--- config.mk ---
export PLATFORM = sky130hd
export DESIGN_NAME = pfb_input_commutator
export DESIGN_NICKNAME = d
export VERILOG_FILES = /design/src/rtl/pfb_pkg.sv /design/src/rtl/pfb_skid_buf.sv /design/src/rtl/pfb_input_commutator.sv
export SDC_FILE = /design/constraint.sdc
export NUM_CORES = 1
export LEC_CHECK = 0
export CORE_MARGIN = 2
export CORE_UTILIZATION = 54
export CTS_BUF_LIST = sky130_fd_sc_hd__clkbuf_8
export DETAILED_ROUTE_END_ITERATION = 12
export GPL_TIMING_DRIVEN = 1
export HOLD_SLACK_MARGIN = 0.15
export PLACE_DENSITY_LB_ADDON = 0.15
export SYNTH_ARGS = -nofsm -noshare
export SYNTH_HDL_FRONTEND = slang
export SYNTH_SLANG_ARGS = --single-unit
--- constraint.sdc ---
create_clock -name clk -period 5.04 [get_ports clk]
set_clock_uncertainty 0.15 [all_clocks]
set_input_delay 1.008 -clock clk [delete_from_list [all_inputs] [get_ports clk]]
set_output_delay 1.008 -clock clk [all_outputs]
set_load 0.01 [all_outputs]
--- src/rtl/pfb_pkg.sv ---
// rtl/pfb_pkg.sv - shared PFB widths and arm-count helper
package pfb_pkg;

  localparam int unsigned PFB_DATA_W     = 32;
  localparam int unsigned PFB_PHASE_W    = 9;
  localparam int unsigned PFB_MAX_PHASES = 512;

  // Legal arm counts run from 2 up to the phase index range.
  function automatic int unsigned pfb_clamp_phases(input int unsigned n, input int unsigned max_n);
    if (n < 2)
      return 2;
    else if (n > max_n)
      return max_n;
    else
      return n;
  endfunction

endpackage

--- src/rtl/pfb_skid_buf.sv ---
// rtl/pfb_skid_buf.sv - 2-entry registered handshake stage for PFB streams
module pfb_skid_buf #(
  parameter int unsigned WIDTH = 42
) (
  input  logic             clk,
  input  logic             sync_reset,
  input  logic             s_tvalid,
  input  logic [WIDTH-1:0] s_tdata,
  output logic             s_tready,
  output logic             m_tvalid,
  output logic [WIDTH-1:0] m_tdata,
  input  logic             m_tready
);

  logic [1:0]       count;
  logic [1:0]       count_next;
  logic [WIDTH-1:0] head;
  logic [WIDTH-1:0] tail;
  logic             push;
  logic             pop;

  assign push     = s_tvalid & s_tready;
  assign pop      = m_tvalid & m_tready;
  assign m_tvalid = (count != 2'd0);
  assign m_tdata  = head;

  always_comb begin
    count_next = count;
    if (push && !pop)
      count_next = count + 2'd1;
    else if (pop && !push)
      count_next = count - 2'd1;
  end

  // head is the output register; tail only holds the beat that arrived during a stall
  always_ff @(posedge clk or posedge sync_reset) begin
    if (sync_reset) begin
      count    <= 2'd0;
      head     <= '0;
      tail     <= '0;
      s_tready <= 1'b0;
    end else begin
      case ({push, pop})
        2'b10: begin
          if (count == 2'd0)
            head <= s_tdata;
          else
            tail <= s_tdata;
        end
        2'b01: begin
          head <= tail;
        end
        2'b11: begin
          if (count == 2'd2) begin
            head <= tail;
            tail <= s_tdata;
          end else begin
            head <= s_tdata;
          end
        end
        default: begin
        end
      endcase
      count    <= count_next;
      s_tready <= (count_next != 2'd2);
    end
  end

endmodule

--- src/rtl/pfb_input_commutator.sv ---
// rtl/pfb_input_commutator.sv - tags input samples with descending PFB arm index
module pfb_input_commutator
  import pfb_pkg::*;
#(
  parameter int unsigned DATA_WIDTH  = PFB_DATA_W,
  parameter int unsigned PHASE_WIDTH = PFB_PHASE_W
) (
  input  logic                   clk,
  input  logic                   sync_reset,
  input  logic [PHASE_WIDTH:0]   num_phases,
  input  logic                   resync,
  input  logic                   s_axis_tvalid,
  input  logic [DATA_WIDTH-1:0]  s_axis_tdata,
  output logic                   s_axis_tready,
  output logic                   m_axis_tvalid,
  output logic [DATA_WIDTH-1:0]  m_axis_tdata,
  output logic                   m_axis_tlast,
  input  logic                   m_axis_tready,
  output logic [PHASE_WIDTH-1:0] m_phase,
  output logic [15:0]            frame_cnt
);

  localparam int unsigned CNT_W      = PHASE_WIDTH + 1;
  localparam int unsigned MAX_PHASES = 1 << PHASE_WIDTH;
  localparam int unsigned BUF_W      = DATA_WIDTH + PHASE_WIDTH + 1;

  logic [CNT_W-1:0]       active_cnt;
  logic [CNT_W-1:0]       beat_idx;
  logic                   frame_pending;
  logic [CNT_W-1:0]       cur_cnt;
  logic [CNT_W-1:0]       cur_idx;
  logic [PHASE_WIDTH-1:0] beat_phase;
  logic                   beat_last;
  logic                   accept;
  logic [BUF_W-1:0]       buf_out;

  assign accept = s_axis_tvalid & s_axis_tready;

  // A pending frame start samples num_phases on the very beat that opens the frame.
  always_comb begin
    cur_cnt = active_cnt;
    cur_idx = beat_idx;
    if (frame_pending) begin
      cur_cnt = CNT_W'(pfb_clamp_phases(32'(num_phases), MAX_PHASES));
      cur_idx = '0;
    end
  end

  assign beat_phase = PHASE_WIDTH'(cur_cnt - cur_idx - CNT_W'(1));
  assign beat_last  = (cur_idx == cur_cnt - CNT_W'(1));

  // resync never re-phases the beat accepted alongside it, only the next one
  always_ff @(posedge clk or posedge sync_reset) begin
    if (sync_reset) begin
      active_cnt    <= CNT_W'(MAX_PHASES);
      beat_idx      <= '0;
      frame_pending <= 1'b1;
    end else begin
      if (accept) begin
        active_cnt <= cur_cnt;
        if (beat_last || resync) begin
          beat_idx      <= '0;
          frame_pending <= 1'b1;
        end else begin
          beat_idx      <= cur_idx + CNT_W'(1);
          frame_pending <= 1'b0;
        end
      end else if (resync) begin
        frame_pending <= 1'b1;
      end
    end
  end

  pfb_skid_buf #(
    .WIDTH(BUF_W)
  ) u_skid (
    .clk        (clk),
    .sync_reset (sync_reset),
    .s_tvalid   (s_axis_tvalid),
    .s_tdata    ({s_axis_tdata, beat_phase, beat_last}),
    .s_tready   (s_axis_tready),
    .m_tvalid   (m_axis_tvalid),
    .m_tdata    (buf_out),
    .m_tready   (m_axis_tready)
  );

  assign {m_axis_tdata, m_phase, m_axis_tlast} = buf_out;

  always_ff @(posedge clk or posedge sync_reset) begin
    if (sync_reset)
      frame_cnt <= 16'd0;
    else if (m_axis_tvalid && m_axis_tready && m_axis_tlast)
      frame_cnt <= frame_cnt + 16'd1;
  end

endmodule

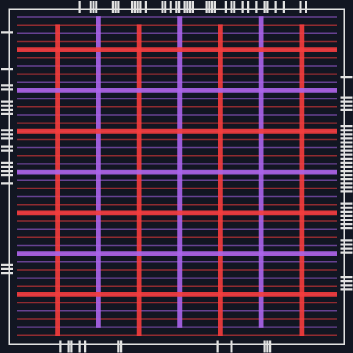
**Above:** run 1 (PDN straps and rails).
Scale: 3 px per um. Pins as bars on the die edge.
colour	net
purple	VDD
red	VSS
met1 rails	40
met5 straps	7

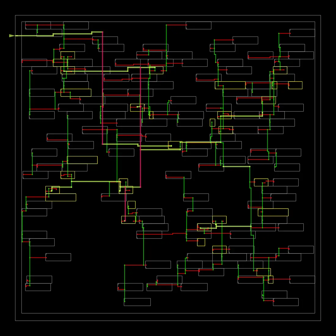
**Above:** run 1 (clock routing).
CLK BUF: 20
clock sinks: 124
flop count: 124
total CTS buffers: 17
Power Clock: 0.00101 W

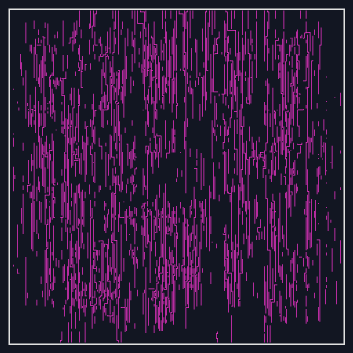
**Above:** run 1 (met2 routing).
Scale: 3 px per um.
main direction	vertical
nets with wire on the layer	743
wire length on this layer	7130 um
longest straight run	34.7 um
share of all routed wire	48%

-- run 1: Yosys cell counts, types with 6 or more instances --
library cell	n
clkbuf_1	32
nand2_1	230
xor2_1	9
inv_1	23
nor2_1	55
nor3_1	11
o21ai_0	24
dfrtp_1	122
a21oi_1	22
xnor2_1	28
ha_1	13
nand3_1	15
nor4_1	6
and3_1	9
a31oi_1	36
-- run 1: final timing paths --
check                      slack, ns                              to  cells after the start                       from
setup / recovery                0.60         beat_idx[9]$_DFFE_PP0P_                     11              num_phases[7]
hold / removal                  0.31       frame_cnt[15]$_DFFE_PP0P_                      1  frame_cnt[15]$_DFFE_PP0P_
setup reg to reg                1.17         beat_idx[9]$_DFFE_PP0P_                      9  frame_pending$_DFFE_PP1P_
hold reg to reg                 0.31       frame_cnt[15]$_DFFE_PP0P_                      1  frame_cnt[15]$_DFFE_PP0P_
max in group asynchronous       2.82  u_skid.m_tdata[31]$_DFFE_PP0P_                      3                 sync_reset
min in group asynchronous       1.01  u_skid.m_tdata[37]$_DFFE_PP0P_                      2                 sync_reset
-- run 1: power by group through the flow --
stage | combinational (W) | clock [W] | sequential [W]
after floorplan | 0.000976 | 0 | 0.00171
after global placement | 0.00170 | 0 | 0.00167
after detailed placement | 0.00175 | 0 | 0.00168
after CTS | 0.00176 | 0.00103 | 0.00167
after global routing | 0.00195 | 0.00107 | 0.00172
final | 0.00175 | 0.00101 | 0.00167
-- run 1: cell type report --
cell class | count | area (sq um)
fillers | 935 | 3487
clock inverters | 12 | 192.7
flip-flops and latches | 124 | 3105
multi-input cells | 534 | 2853
clock buffers | 20 | 275.3
well taps | 143 | 178.9
inverters | 24 | 92.59
repair buffers | 116 | 1136
==> run_results.csv, run 1 <==
group,metric,value,unit
placement,dp_cells,941,
clock_tree,root_buffer,"clkbuf_8",
run_status,status,"finished clean",
critical_path,endpoint_kind,"flop",
routing,highest_layer,"met4",
final_layout,final_cells,973,
clock_tree,cts.clk_slew.worst_paths,0.07,ns
global_route,grt_usage,25.13,%
final_timing,rsz0062_at_grt,"no",
final_layout,final_util,69.20,%
clock_tree,clockBufferDepth,2,
yosys,ys_types,54,
pwr,peakVddDrop,0.3698,mV
final_timing,whs,0.3123,ns
pwr,leakage,3.571,nW
global_route,grt_antenna_before_repair,0,
yosys,synth.top_cell.area_share,49.25,%
yosys,synth_area,6198,sq um
critical_path,cpMaxStageDelayCell,"nor3_1",
critical_path,cpPeakStageDelay,0.50,ns
flow_run,drv_cap,0,
final_timing,final_hold_viol_count,0,
yosys,topCombFamilyByArea,"simple AND/OR/NAND/NOR gates",
routing,wl_met2,7127,um
floorplan,row_count,39,
yosys,yosysWarningCount,0,
pwr,power_frac_seq,37.7,%
yosys,ys.flop_type,"dfrtp_1",
yosys,adder_share,2.947,%
floorplan,die_height,111.1,um
routing,detail-route-antenna-nets,0,
yosys,xor_share,5.228,%
routing,met1Wirelength,6501,um
floorplan,pin_count,107,
final_layout,final_common_cell,"nand2_1",
final_timing,fin_crit_sh,88.03,%
pwr,netSwitchingFraction,36.04,%
final_layout,post-route-cell-area,7834,sq um
placement,io_buffer_count,106,
floorplan,fp_util,54.75,%
critical_path,cp.required,5.21,ns
global_route,grt.overflow.total,0,
global_route,top_usage_layer,"met2",
clock_tree,clock_latency,0.43,ns
final_layout,layout_top_cells,"nand2_1 (230), dfrtp_1 (122), clkdlybuf4s50_1 (106)",
yosys,ys_ff,124,
yosys,ys_sh_mux,0.6863,%
critical_path,crit_family,"simple AND/OR/NAND/NOR gates",
yosys,syn-num-nets,784,
placement,gp_congestion,0.9109,
--- run 2 (diff from run 1) ---
--- a/config.mk
+++ b/config.mk
@@ -11,6 +11,7 @@
 export DETAILED_ROUTE_END_ITERATION = 12
 export GPL_TIMING_DRIVEN = 1
 export HOLD_SLACK_MARGIN = 0.15
+export MAX_ROUTING_LAYER = met4
 export PLACE_DENSITY_LB_ADDON = 0.15
 export SYNTH_ARGS = -nofsm -noshare
 export SYNTH_HDL_FRONTEND = slang
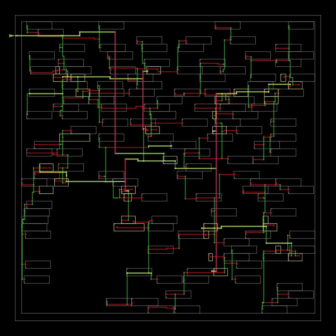
**Above:** run 2 (clock routing).
CLK BUF: 21
Worst-Skew Late Latency: 0.44 ns
Power Clock: 0.000861 W

==> run_results.csv, run 2 <==
group,metric,value,unit
run_status,status,"finished clean",
clock_tree,cts.clk_slew.worst_paths,0.07,ns
routing,detail-route-antenna-nets,0,
yosys,topCombFamilyByArea,"simple AND/OR/NAND/NOR gates",
yosys,ys.flop_type,"dfrtp_1",
pwr,power_frac_seq,39.1,%
clock_tree,numCtsBuffers,17,
yosys,syn-num-nets,784,
yosys,synth.top_cell.area_share,49.25,%
routing,wl_met2,7151,um
yosys,common_cells,"nand2_1 (230), dfrtp_1 (122), nor2_1 (55)",
floorplan,fp_util,54.75,%
critical_path,cp.required,5.22,ns
floorplan,die_height,111.1,um
clock_tree,cts_sinks,124,
placement,gp_congestion,0.8708,
critical_path,endpoint_kind,"flop",
pwr,pg_comb,0.00174,W
yosys,adder_share,2.947,%
final_timing,fin_crit_sh,83.54,%
placement,io_buffer_count,106,
yosys,xor_share,5.228,%
global_route,grt_usage,25.80,%
routing,met1Wirelength,6577,um
global_route,top_usage_layer,"met2",
floorplan,pin_count,107,
final_timing,final_hold_viol_count,0,
yosys,yosysMostFrequentCell,"nand2_1",
flow_run,drv_cap,0,
global_route,grt.overflow.total,0,
routing,highest_layer,"met4",
final_layout,layout_top_cells,"nand2_1 (230), dfrtp_1 (122), clkdlybuf4s50_1 (106)",
yosys,ys_ff,124,
pwr,leakage,3.547,nW
yosys,ys_types,54,
floorplan,row_count,39,
yosys,ys_sh_mux,0.6863,%
final_layout,final_common_cell,"nand2_1",
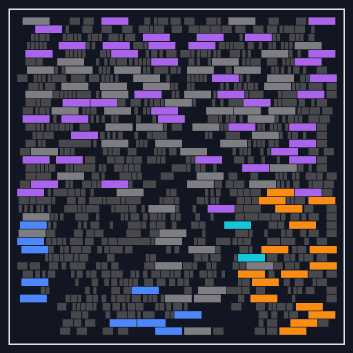
**Above:** run 2 (sequential cells coloured by netlist name).
Scale: 3 px per um.
colour	name in the netlist	sequential cells
orange	`frame_cnt`	16
purple	`u_skid.m_tdata`	42
blue	`active_cnt`	10
cyan	`u_skid.count`	2

-- run 2: cell counts after synthesis --
No cell type changed its count.
-- run 2: cell type report --
class                   count  area, sq um
repair buffers            116         1136
well taps                 143        178.9
flip-flops and latches    124         3105
inverters                  24        92.59
clock buffers              21        289.0
clock inverters            10        98.84
fillers                   917         3567
multi-input cells         534         2853
-- run 2: critical path, stage by stage --
cell	delay, ns
clkdlybuf4s50_1	0.46
nor3_1	0.48
nand4_1	0.19
a32oi_1	0.33
ha_1	0.24
o221ai_1	0.20
xnor2_1	0.19
or4_1	0.50
a211oi_2	0.16
buf_4	0.22
nor2_1	0.10
a221o_1	0.31
-- run 2: through the flow --
step	hold slack, ns	instance area [sq um]	utilization, %	std cells
2_1_floorplan	0.2947	6198	-	723
3_3_place_gp	0.3066	7366	65.06	941
3_5_place_dp	0.3122	7366	65.06	941
4_1_cts	0.3287	7754	68.49	972
5_1_grt	0.3386	7754	68.49	972
6_report	0.3204	7754	68.49	972
-- run 2: worst paths after layout --
kind | start | to | slack (ns) | cells after the start
min | frame_cnt[15]$_DFFE_PP0P_ | frame_cnt[15]$_DFFE_PP0P_ | 0.32 | 1
min reg2reg | frame_cnt[15]$_DFFE_PP0P_ | frame_cnt[15]$_DFFE_PP0P_ | 0.32 | 1
max reg2reg | frame_pending$_DFFE_PP1P_ | u_skid.m_tdata[7]$_DFFE_PP0P_ | 1.28 | 15
min in group asynchronous | sync_reset | u_skid.m_tdata[37]$_DFFE_PP0P_ | 0.95 | 2
max in group asynchronous | sync_reset | active_cnt[4]$_DFFE_PP0P_ | 2.88 | 3
max | num_phases[7] | beat_idx[9]$_DFFE_PP0P_ | 0.83 | 12
--- run 3 (diff from run 2) ---
--- a/config.mk
+++ b/config.mk
@@ -6,7 +6,7 @@
 export NUM_CORES = 1
 export LEC_CHECK = 0
 export CORE_MARGIN = 2
-export CORE_UTILIZATION = 54
+export CORE_UTILIZATION = 50
 export CTS_BUF_LIST = sky130_fd_sc_hd__clkbuf_8
 export DETAILED_ROUTE_END_ITERATION = 12
 export GPL_TIMING_DRIVEN = 1
==> constraint.sdc (replaced) <==
create_clock -name clk -period 3.4 [get_ports clk]
set_clock_uncertainty 0.15 [all_clocks]
set_input_delay 0.68 -clock clk [delete_from_list [all_inputs] [get_ports clk]]
set_output_delay 0.68 -clock clk [all_outputs]
set_load 0.01 [all_outputs]
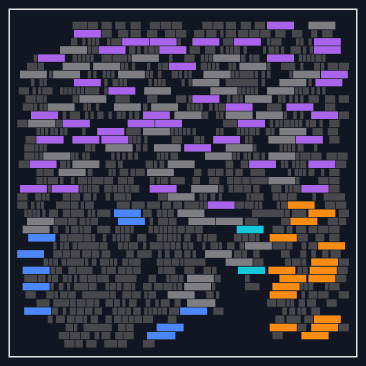
**Above:** run 3 (sequential cells coloured by netlist name).
Scale: 3 px per um.
colour	name in the netlist	sequential cells
cyan	`u_skid.count`	2
blue	`active_cnt`	10
orange	`frame_cnt`	16
purple	`u_skid.m_tdata`	42
not coloured	54

==> run_results.csv, run 3 <==
group,metric,value,unit
run_status,status,"finished clean",
pwr,power_frac_seq,38.0,%
yosys,xor_share,5.228,%
global_route,grt_usage,25.02,%
final_timing,final_hold_viol_count,0,
placement,dp_cells,1002,
placement,io_buffer_count,106,
yosys,syn-num-nets,784,
placement,dpl-instance-area,7699,sq um
critical_path,cp.required,3.57,ns
yosys,yosysMostFrequentCell,"nand2_1",
flow_run,drv_cap,0,
yosys,synth.top_cell.area_share,49.25,%
routing,detail-route-antenna-nets,0,
final_layout,final_cells,1038,
pwr,maxPowerGroup,"combinational logic",
pwr,powerClk,0.00125,W
final_timing,whs,0.3201,ns
final_layout,final_util,67.93,%
final_layout,post-route-cell-area,8193,sq um
pwr,pg_seq,0.00247,W
yosys,yosysWarningCount,0,
placement,gp_congestion,0.9312,
yosys,ys_sh_mux,0.6863,%
global_route,grt_antenna_before_repair,0,
pwr,peakVddDrop,0.4536,mV
yosys,common_cells,"nand2_1 (230), dfrtp_1 (122), nor2_1 (55)",
floorplan,row_count,40,
clock_tree,clockBufferDepth,2,
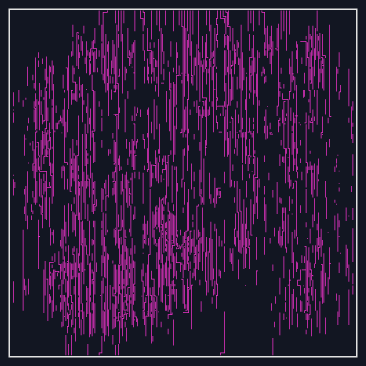
**Above:** run 3 (met2 routing).
Scale: 3 px per um.
longest straight run	42.5 um
share of all routed wire	48%
nets with wire on the layer	777

-- run 3: cell counts after synthesis --
Identical to the previous run, type by type.
-- run 3: worst paths after layout --
check | slack (ns) | depth (start not counted) | start | endpoint
max | 0.06 | 12 | num_phases[5] | beat_idx[3]$_DFFE_PP0P_
min | 0.32 | 1 | frame_cnt[15]$_DFFE_PP0P_ | frame_cnt[15]$_DFFE_PP0P_
max reg2reg | 0.36 | 16 | frame_pending$_DFFE_PP1P_ | u_skid.m_tdata[7]$_DFFE_PP0P_
min reg2reg | 0.32 | 1 | frame_cnt[15]$_DFFE_PP0P_ | frame_cnt[15]$_DFFE_PP0P_
max in group asynchronous | 1.96 | 3 | sync_reset | active_cnt[0]$_DFFE_PP0P_
min in group asynchronous | 0.63 | 3 | sync_reset | u_skid.m_tdata[38]$_DFFE_PP0P_
-- run 3: per-layer routing --
metal | up-vias | routed length, um | track usage (%)
met5 | - | 0 | -
met4 | 0 | 285 | 9.880
met3 | 26 | 854 | 4.797
met2 | 185 | 7373 | 39.30
met1 | 2654 | 6909 | 32.10
li1 | 2696 | - | -
-- run 3: cell families after synthesis --
kind of cell	Yosys count
fa+ha+maj	14
buf+inv	65
xor+xnor	37
compound gates	123
mux	4
simple gates	356
flops	124
-- run 3: worst max-delay path, stage by stage --
cell	delay, ns
clkdlybuf4s50_1	0.44
nor2_1	0.17
nand4_1	0.19
a32oi_2	0.28
ha_2	0.25
o221ai_4	0.12
xnor2_1	0.16
or4_4	0.50
a211oi_4	0.22
buf_4	0.15
nor3_1	0.05
a221o_1	0.30
-- run 3: cell type report --
class	instances	area [sq um]	area share (%)
clock buffer	18	247.7	3.024
clock inverter	13	127.6	1.558
inverter	24	93.84	1.145
multi-input combinational	534	2930	35.77
sequential	124	3105	37.90
tap	168	210.2	2.566
timing repair buffer	157	1478	18.04
Power figures rest on the tool's default switching activity, not on a simulated workload.
